**src/rtl/uart_tx_arbiter_pkg.sv**
```systemverilog
// Shared types and helpers for the round-robin UART transmit arbiter.
// The optional watchdog is enabled by defining UART_ARB_TIMEOUT_EN.
package uart_arb_pkg;

    typedef enum logic [1:0] {
        IDLE  = 2'd0,
        GRANT = 2'd1,
        SEND  = 2'd2,
        GAP   = 2'd3
    } arb_state_t;

    localparam int DEFAULT_DATA_W = 8;

    // Counter/index width that never collapses to zero bits.
    function automatic int idx_w(input int n);
        return (n > 1) ? $clog2(n) : 1;
    endfunction

endpackage

```
**src/rtl/uart_tx_arbiter_if.sv**
```systemverilog
// Requester and serializer handshake bundle for uart_tx_arbiter.
// The slave modport is the arbiter view; master is the surrounding system.
interface uart_tx_arbiter_if
    import uart_arb_pkg::*;
#(
    parameter int NUM_REQ = 4,
    parameter int DATA_W  = DEFAULT_DATA_W
);
    logic [NUM_REQ-1:0]        req_valid;
    logic [NUM_REQ*DATA_W-1:0] req_data;
    logic [NUM_REQ-1:0]        req_ready;
    logic                      tx_wr_en;
    logic [DATA_W-1:0]         tx_data;
    logic                      tx_wr_done;

    modport master (
        output req_valid, req_data, tx_wr_done,
        input  req_ready, tx_wr_en, tx_data
    );

    modport slave (
        input  req_valid, req_data, tx_wr_done,
        output req_ready, tx_wr_en, tx_data
    );
endinterface

```
**src/rtl/uart_tx_arbiter_rr_pick.sv**
```systemverilog
// Combinational round-robin selector: first set request at or above ptr,
// wrapping modulo NUM_REQ.
module rr_pick
    import uart_arb_pkg::*;
#(
    parameter int NUM_REQ = 4,
    parameter int IDX_W   = idx_w(NUM_REQ)
) (
    input  logic [NUM_REQ-1:0] req,
    input  logic [IDX_W-1:0]   ptr,
    output logic               found,
    output logic [IDX_W-1:0]   winner
);

    function automatic int wrap(input int v);
        return (v >= NUM_REQ) ? v - NUM_REQ : v;
    endfunction

    // Scan from the far end back toward ptr so the closest candidate wins.
    always_comb begin
        found  = 1'b0;
        winner = '0;
        for (int k = NUM_REQ - 1; k >= 0; k--) begin
            if (req[IDX_W'(wrap(int'(ptr) + k))]) begin
                found  = 1'b1;
                winner = IDX_W'(wrap(int'(ptr) + k));
            end
        end
    end

endmodule

```
**src/rtl/uart_tx_arbiter.sv**
```systemverilog
// Round-robin arbiter sharing one uart_tx between NUM_REQ byte producers.
// Define UART_ARB_TIMEOUT_EN to add a SEND watchdog that drops stuck bytes.
module uart_tx_arbiter
    import uart_arb_pkg::*;
#(
    parameter int NUM_REQ        = 4,
    parameter int DATA_W         = DEFAULT_DATA_W,
    parameter int GAP_CYCLES     = 2,
    parameter int TIMEOUT_CYCLES = 4096,
    localparam int IDX_W         = idx_w(NUM_REQ)
) (
    input  logic                 clk,
    input  logic                 rst,
    uart_tx_arbiter_if.slave     bus,
    output logic                 busy,
    output logic [IDX_W-1:0]     grant_id,
    output logic                 err_timeout
);

    localparam int GAP_W = idx_w(GAP_CYCLES + 1);

    arb_state_t          state_q, state_d;
    logic [IDX_W-1:0]    ptr_q, ptr_d;
    logic [GAP_W-1:0]    gap_q, gap_d;
    logic                wr_en_q, wr_en_d;
    logic [DATA_W-1:0]   data_q, data_d;
    logic [NUM_REQ-1:0]  ready_q, ready_d;
    logic [IDX_W-1:0]    grant_q, grant_d;
    logic                busy_q;
    logic                found;
    logic [IDX_W-1:0]    winner;

`ifdef UART_ARB_TIMEOUT_EN
    localparam int WD_W = idx_w(TIMEOUT_CYCLES);
    logic [WD_W-1:0]     wd_q, wd_d;
    logic                err_q, err_d;
`endif

    rr_pick #(
        .NUM_REQ (NUM_REQ),
        .IDX_W   (IDX_W)
    ) u_pick (
        .req     (bus.req_valid),
        .ptr     (ptr_q),
        .found   (found),
        .winner  (winner)
    );

    always_ff @(posedge clk) begin
        if (rst) begin
            state_q <= IDLE;
            ptr_q   <= '0;
            gap_q   <= '0;
            wr_en_q <= 1'b0;
            data_q  <= '0;
            ready_q <= '0;
            grant_q <= '0;
            busy_q  <= 1'b0;
`ifdef UART_ARB_TIMEOUT_EN
            wd_q    <= '0;
            err_q   <= 1'b0;
`endif
        end else begin
            state_q <= state_d;
            ptr_q   <= ptr_d;
            gap_q   <= gap_d;
            wr_en_q <= wr_en_d;
            data_q  <= data_d;
            ready_q <= ready_d;
            grant_q <= grant_d;
            busy_q  <= (state_d != IDLE);
`ifdef UART_ARB_TIMEOUT_EN
            wd_q    <= wd_d;
            err_q   <= err_d;
`endif
        end
    end

    // tx_wr_done only matters in SEND; everywhere else it is ignored.
    always_comb begin
        state_d = state_q;
        ptr_d   = ptr_q;
        gap_d   = gap_q;
        wr_en_d = wr_en_q;
        data_d  = data_q;
        ready_d = '0;
        grant_d = grant_q;
`ifdef UART_ARB_TIMEOUT_EN
        wd_d    = wd_q;
        err_d   = 1'b0;
`endif
        unique case (state_q)
            IDLE: begin
                if (found) begin
                    data_d  = DATA_W'(bus.req_data >> (int'(winner) * DATA_W));
                    ready_d = NUM_REQ'(1) << winner;
                    grant_d = winner;
                    ptr_d   = (int'(winner) == NUM_REQ - 1) ? '0 : winner + 1'b1;
                    state_d = GRANT;
                end
            end
            GRANT: begin
                wr_en_d = 1'b1;
                state_d = SEND;
`ifdef UART_ARB_TIMEOUT_EN
                wd_d    = '0;
`endif
            end
            SEND: begin
                if (bus.tx_wr_done) begin
                    wr_en_d = 1'b0;
                    gap_d   = '0;
                    state_d = (GAP_CYCLES > 0) ? GAP : IDLE;
                end
`ifdef UART_ARB_TIMEOUT_EN
                else if (int'(wd_q) == TIMEOUT_CYCLES - 1) begin
                    wr_en_d = 1'b0;
                    err_d   = 1'b1;
                    state_d = IDLE;
                end else begin
                    wd_d = wd_q + 1'b1;
                end
`endif
            end
            GAP: begin
                if (int'(gap_q) == GAP_CYCLES - 1) begin
                    state_d = IDLE;
                end else begin
                    gap_d = gap_q + 1'b1;
                end
            end
        endcase
    end

    assign bus.req_ready = ready_q;
    assign bus.tx_wr_en  = wr_en_q;
    assign bus.tx_data   = data_q;
    assign busy          = busy_q;
    assign grant_id      = grant_q;

`ifdef UART_ARB_TIMEOUT_EN
    assign err_timeout = err_q;
`else
    assign err_timeout = 1'b0;
`endif

endmodule

```
**src/flat_wrapper.sv**
```systemverilog
// flat-port wrapper written by rule: the top's interface ports become plain ports
module uart_tx_arbiter_flat import uart_arb_pkg::*;
#(
    parameter int NUM_REQ        = 4,
    parameter int DATA_W         = DEFAULT_DATA_W,
    parameter int GAP_CYCLES     = 2,
    parameter int TIMEOUT_CYCLES = 4096,
    localparam int IDX_W         = idx_w(NUM_REQ)
)
  (clk, rst, busy, grant_id, err_timeout, bus_req_valid, bus_req_data, bus_tx_wr_done, bus_req_ready, bus_tx_wr_en, bus_tx_data);
  uart_tx_arbiter_if #(.NUM_REQ(NUM_REQ), .DATA_W(DATA_W)) bus_i ();
  input  logic clk;
  input  logic rst;
  output logic busy;
  output logic [IDX_W-1:0] grant_id;
  output logic err_timeout;
  input wire logic [$bits(bus_i.req_valid)-1:0] bus_req_valid;
  input wire logic [$bits(bus_i.req_data)-1:0] bus_req_data;
  input wire logic [$bits(bus_i.tx_wr_done)-1:0] bus_tx_wr_done;
  output wire logic [$bits(bus_i.req_ready)-1:0] bus_req_ready;
  output wire logic [$bits(bus_i.tx_wr_en)-1:0] bus_tx_wr_en;
  output wire logic [$bits(bus_i.tx_data)-1:0] bus_tx_data;
  assign bus_i.req_valid = bus_req_valid;
  assign bus_i.req_data = bus_req_data;
  assign bus_i.tx_wr_done = bus_tx_wr_done;
  assign bus_req_ready = bus_i.req_ready;
  assign bus_tx_wr_en = bus_i.tx_wr_en;
  assign bus_tx_data = bus_i.tx_data;
  uart_tx_arbiter #(.NUM_REQ(NUM_REQ), .DATA_W(DATA_W), .GAP_CYCLES(GAP_CYCLES), .TIMEOUT_CYCLES(TIMEOUT_CYCLES)) u_core (.clk(clk), .rst(rst), .bus(bus_i), .busy(busy), .grant_id(grant_id), .err_timeout(err_timeout));
endmodule
```
**config.mk**
```make
export PLATFORM = sky130hd
export DESIGN_NAME = uart_tx_arbiter_flat
export DESIGN_NICKNAME = d
export VERILOG_FILES = /design/src/rtl/uart_tx_arbiter_pkg.sv /design/src/rtl/uart_tx_arbiter_if.sv /design/src/rtl/uart_tx_arbiter_rr_pick.sv /design/src/rtl/uart_tx_arbiter.sv /design/src/flat_wrapper.sv
export SDC_FILE = /design/constraint.sdc
export NUM_CORES = 1
export LEC_CHECK = 0
export ABC_AREA = 0
export CORE_ASPECT_RATIO = 1.75
export CORE_MARGIN = 3
export CORE_UTILIZATION = 45
export CTS_BUF_LIST = sky130_fd_sc_hd__clkbuf_8
export DETAILED_ROUTE_END_ITERATION = 10
export MAX_ROUTING_LAYER = met4
export PLACE_DENSITY = 0.86
export SLEW_MARGIN = 20
export SYNTH_ARGS = -nofsm -noshare
export SYNTH_HDL_FRONTEND = slang
export SYNTH_SLANG_ARGS = --single-unit
```
**constraint.sdc**
```tcl
create_clock -name clk -period 2.5 [get_ports clk]
set_clock_uncertainty 0.05 [all_clocks]
set_input_delay 0.375 -clock clk [delete_from_list [all_inputs] [get_ports clk]]
set_output_delay 0.375 -clock clk [all_outputs]
set_load 0.05 [all_outputs]
```
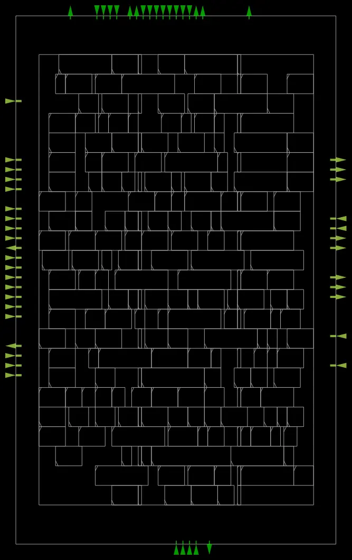
*Cell placement*
fillers: 194
Core Box Area: 0.00239 mm^2

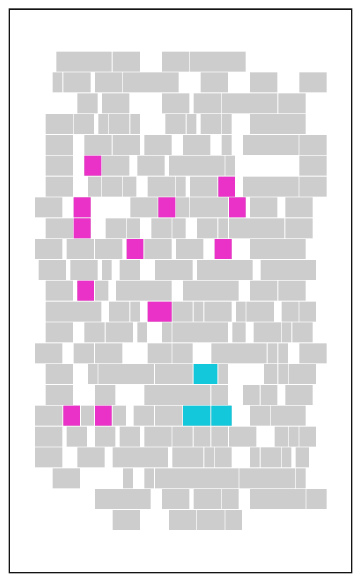
*Gate families picked out*
legend:
  AND and OR gates:
    color: magenta
    cells: 12
    most_used: and3_1
  AND-OR and OR-AND gates:
    color: cyan
    cells: 3
dominant logic cell type in the layout: clkdlybuf4s50_1
Finished Layout Cells: 213
Comb area share: 0.376

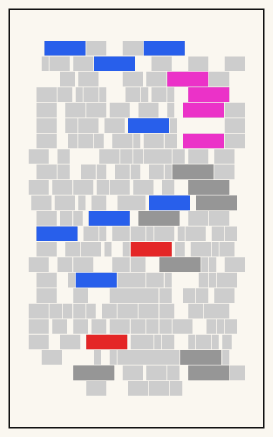
*Sequential cells grouped by signal name*
Other sequential cells in the stronger gray, the rest of the logic in the fainter gray.
legend:
  u_core.bus.tx_data:
    color: blue
    flops: 8
  u_core.ptr_q:
    color: red
    flops: 2
  u_core.bus.req_ready:
    color: magenta
    flops: 4
    where: upper right
not colored: 8

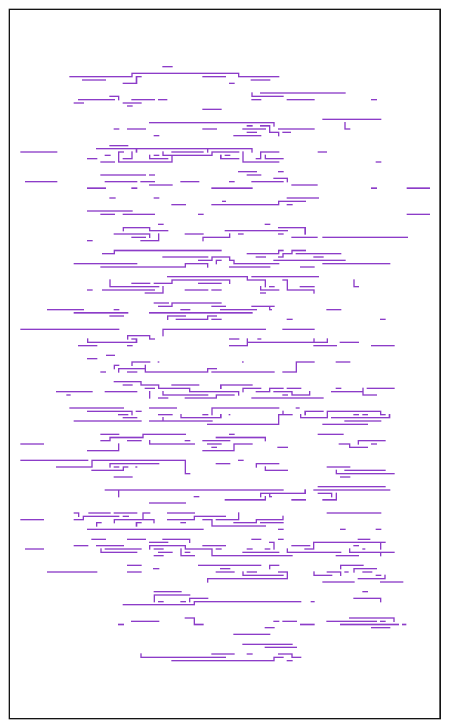
*The metal 1 layer*
wire length on this layer: 1150 um
main direction: horizontal
share of all routed wire: 38%
longest straight run: 18.4 um

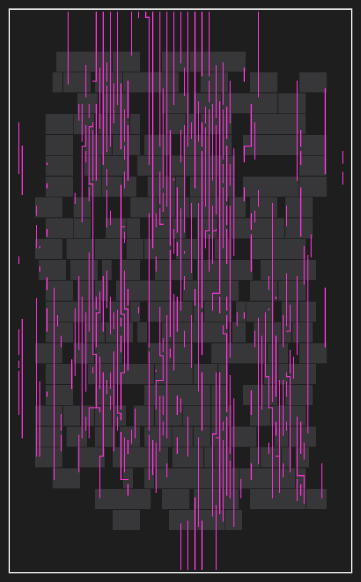
*The metal 2 layer*
longest straight run: 30.8 um
main direction: vertical
share of all routed wire: 55%
nets with wire on the layer: 195
wire length on this layer: 1690 um

[critical path, stage by stage]
cell	delay [ns]
clkdlybuf4s50_1	0.50
nor2b_1	0.18
a211o_1	0.42
and2_4	0.34
mux2i_1	0.24
o211ai_1	0.10
[logic make-up (layout without fill, tap and decap cells)]
logic type | Yosys count | after routing
xor gates and xnor gates | 1 | 1
adders and majority gates | 1 | 1
and+or+nand+nor | 49 | 49
buffers and inverters | 10 | 64
other | 1 | 1
muxes | 11 | 11
DFF | 22 | 22
AOI/OAI and AO/OA | 39 | 39
[registers in the layout, indices dropped and copies added (netlist names)]
signal and cells:
u_core.busy 1, u_core.bus.tx_wr_en 1, u_core.ptr_q 2, u_core.grant_id 2, u_core.state_q 2, u_core.bus.tx_data 8
u_core.bus.req_ready 4, u_core.gap_q 2
[power groups by stage]
stage	Combinational, mW	Sequential, mW	Clock (mW)
floorplan	0.219	0.585	0
detailed placement	0.542	0.451	0
global route	0.576	0.450	0.347
finish	0.541	0.443	0.327
CTS	0.544	0.443	0.334
global placement	0.528	0.448	0
[stage by stage]
step	total power [mW]	instances	worst slack, ns	instance area, um^2
global placement	0.976	209	0.255	1720
CTS	1.32	213	0.420	1800
detailed placement	0.993	209	0.150	1720
floorplan	0.804	134	0.920	1170
global route	1.37	213	0.287	1800
finish	1.31	213	0.437	1800
[per-layer routing]
layer,share of wire,vias up,track usage
li1,-,584,-
met1,0.38,518,0.209
met2,0.55,41,0.357
met3,0.049,8,0.0270
met4,0.024,0,0.0772
met5,0,-,-
[placed cells by master (no fill, tap or decap), types with 2 or more instances in the layout]
| cell | n |
|---|---|
| o21ai_0 | 10 |
| mux2i_1 | 11 |
| and2_1 | 2 |
| and3_1 | 8 |
| nor2b_1 | 5 |
| a22oi_1 | 2 |
| clkdlybuf4s50_1 | 54 |
| a21boi_0 | 8 |
| nand2_1 | 13 |
| o211ai_1 | 8 |
| buf_4 | 4 |
| inv_1 | 2 |
| clkbuf_8 | 3 |
| nand2b_1 | 2 |
| a211oi_1 | 2 |
| nor3_2 | 2 |
| dfxtp_1 | 22 |
| nor4_1 | 2 |
| nor2_1 | 12 |
[path summary, 6_finish.rpt]
kind | endpoint | slack (ns) | depth (start not counted)
min reg2reg | u_core.grant_id[1] | 0.45 | 2
max | u_core.bus.tx_data[2] | 0.44 | 6
min | u_core.grant_id[1] | 0.45 | 2
max reg2reg | u_core.bus.tx_data[2] | 0.75 | 5
[layout make-up]
cell class              count  share of cell area
clock buffers               3              0.0230
clock inverters             1              0.0167
inverters                   2             0.00418
multi-input cells         102               0.376
flip-flops and latches     22               0.245
well taps                  25              0.0174
repair buffers             58               0.318
==> flow_metrics.py <==
# Metrics from the implementation run
metrics = {
    "min_path": {
        "hold_start": "u_core.grant_id[1]",
    },
    "power_and_ir_drop": {
        "p_comb_frac": 0.413,
        "power_density_mw_per_mm2": 730,
        "netSwitchingFraction": 0.350,
    },
    "clock_network": {
        "cts_setup_buffers": 0,
        "clkTransAtPathRegs_ns": 0.08,
        "cts_root_buf": "clkbuf_8",
        "cts_tree": "yes",
    },
    "placed_design": {
        "globalplace.congestion": 0.772,
        "portBuffers": 54,
    },
    "timing": {
        "setup_viol": 0,
    },
    "synth": {
        "area_leaders": "dfxtp_1 38%, mux2i_1 9.4%, a21boi_0 5.1%, o211ai_1 5.1%, and3_1 4.3%",
        "avgSynthCellArea_um2": 8.71,
        "netlist.area_leader.share": 0.377,
        "synth.most_common_cell": "dfxtp_1",
        "xor_area_frac": 0.00750,
        "synth_chip_area_mm2": 0.00117,
    },
    "cells_and_area": {
        "area_growth_syn_to_layout_pct": 53.8,
    },
    "route": {
        "viasPerCell": 5.40,
    },
    "floorplan": {
        "rows": 23,
    },
    "outcome": {
        "status": "complete, no violations",
    },
}
Power is estimated from default activity; no workload was simulated.
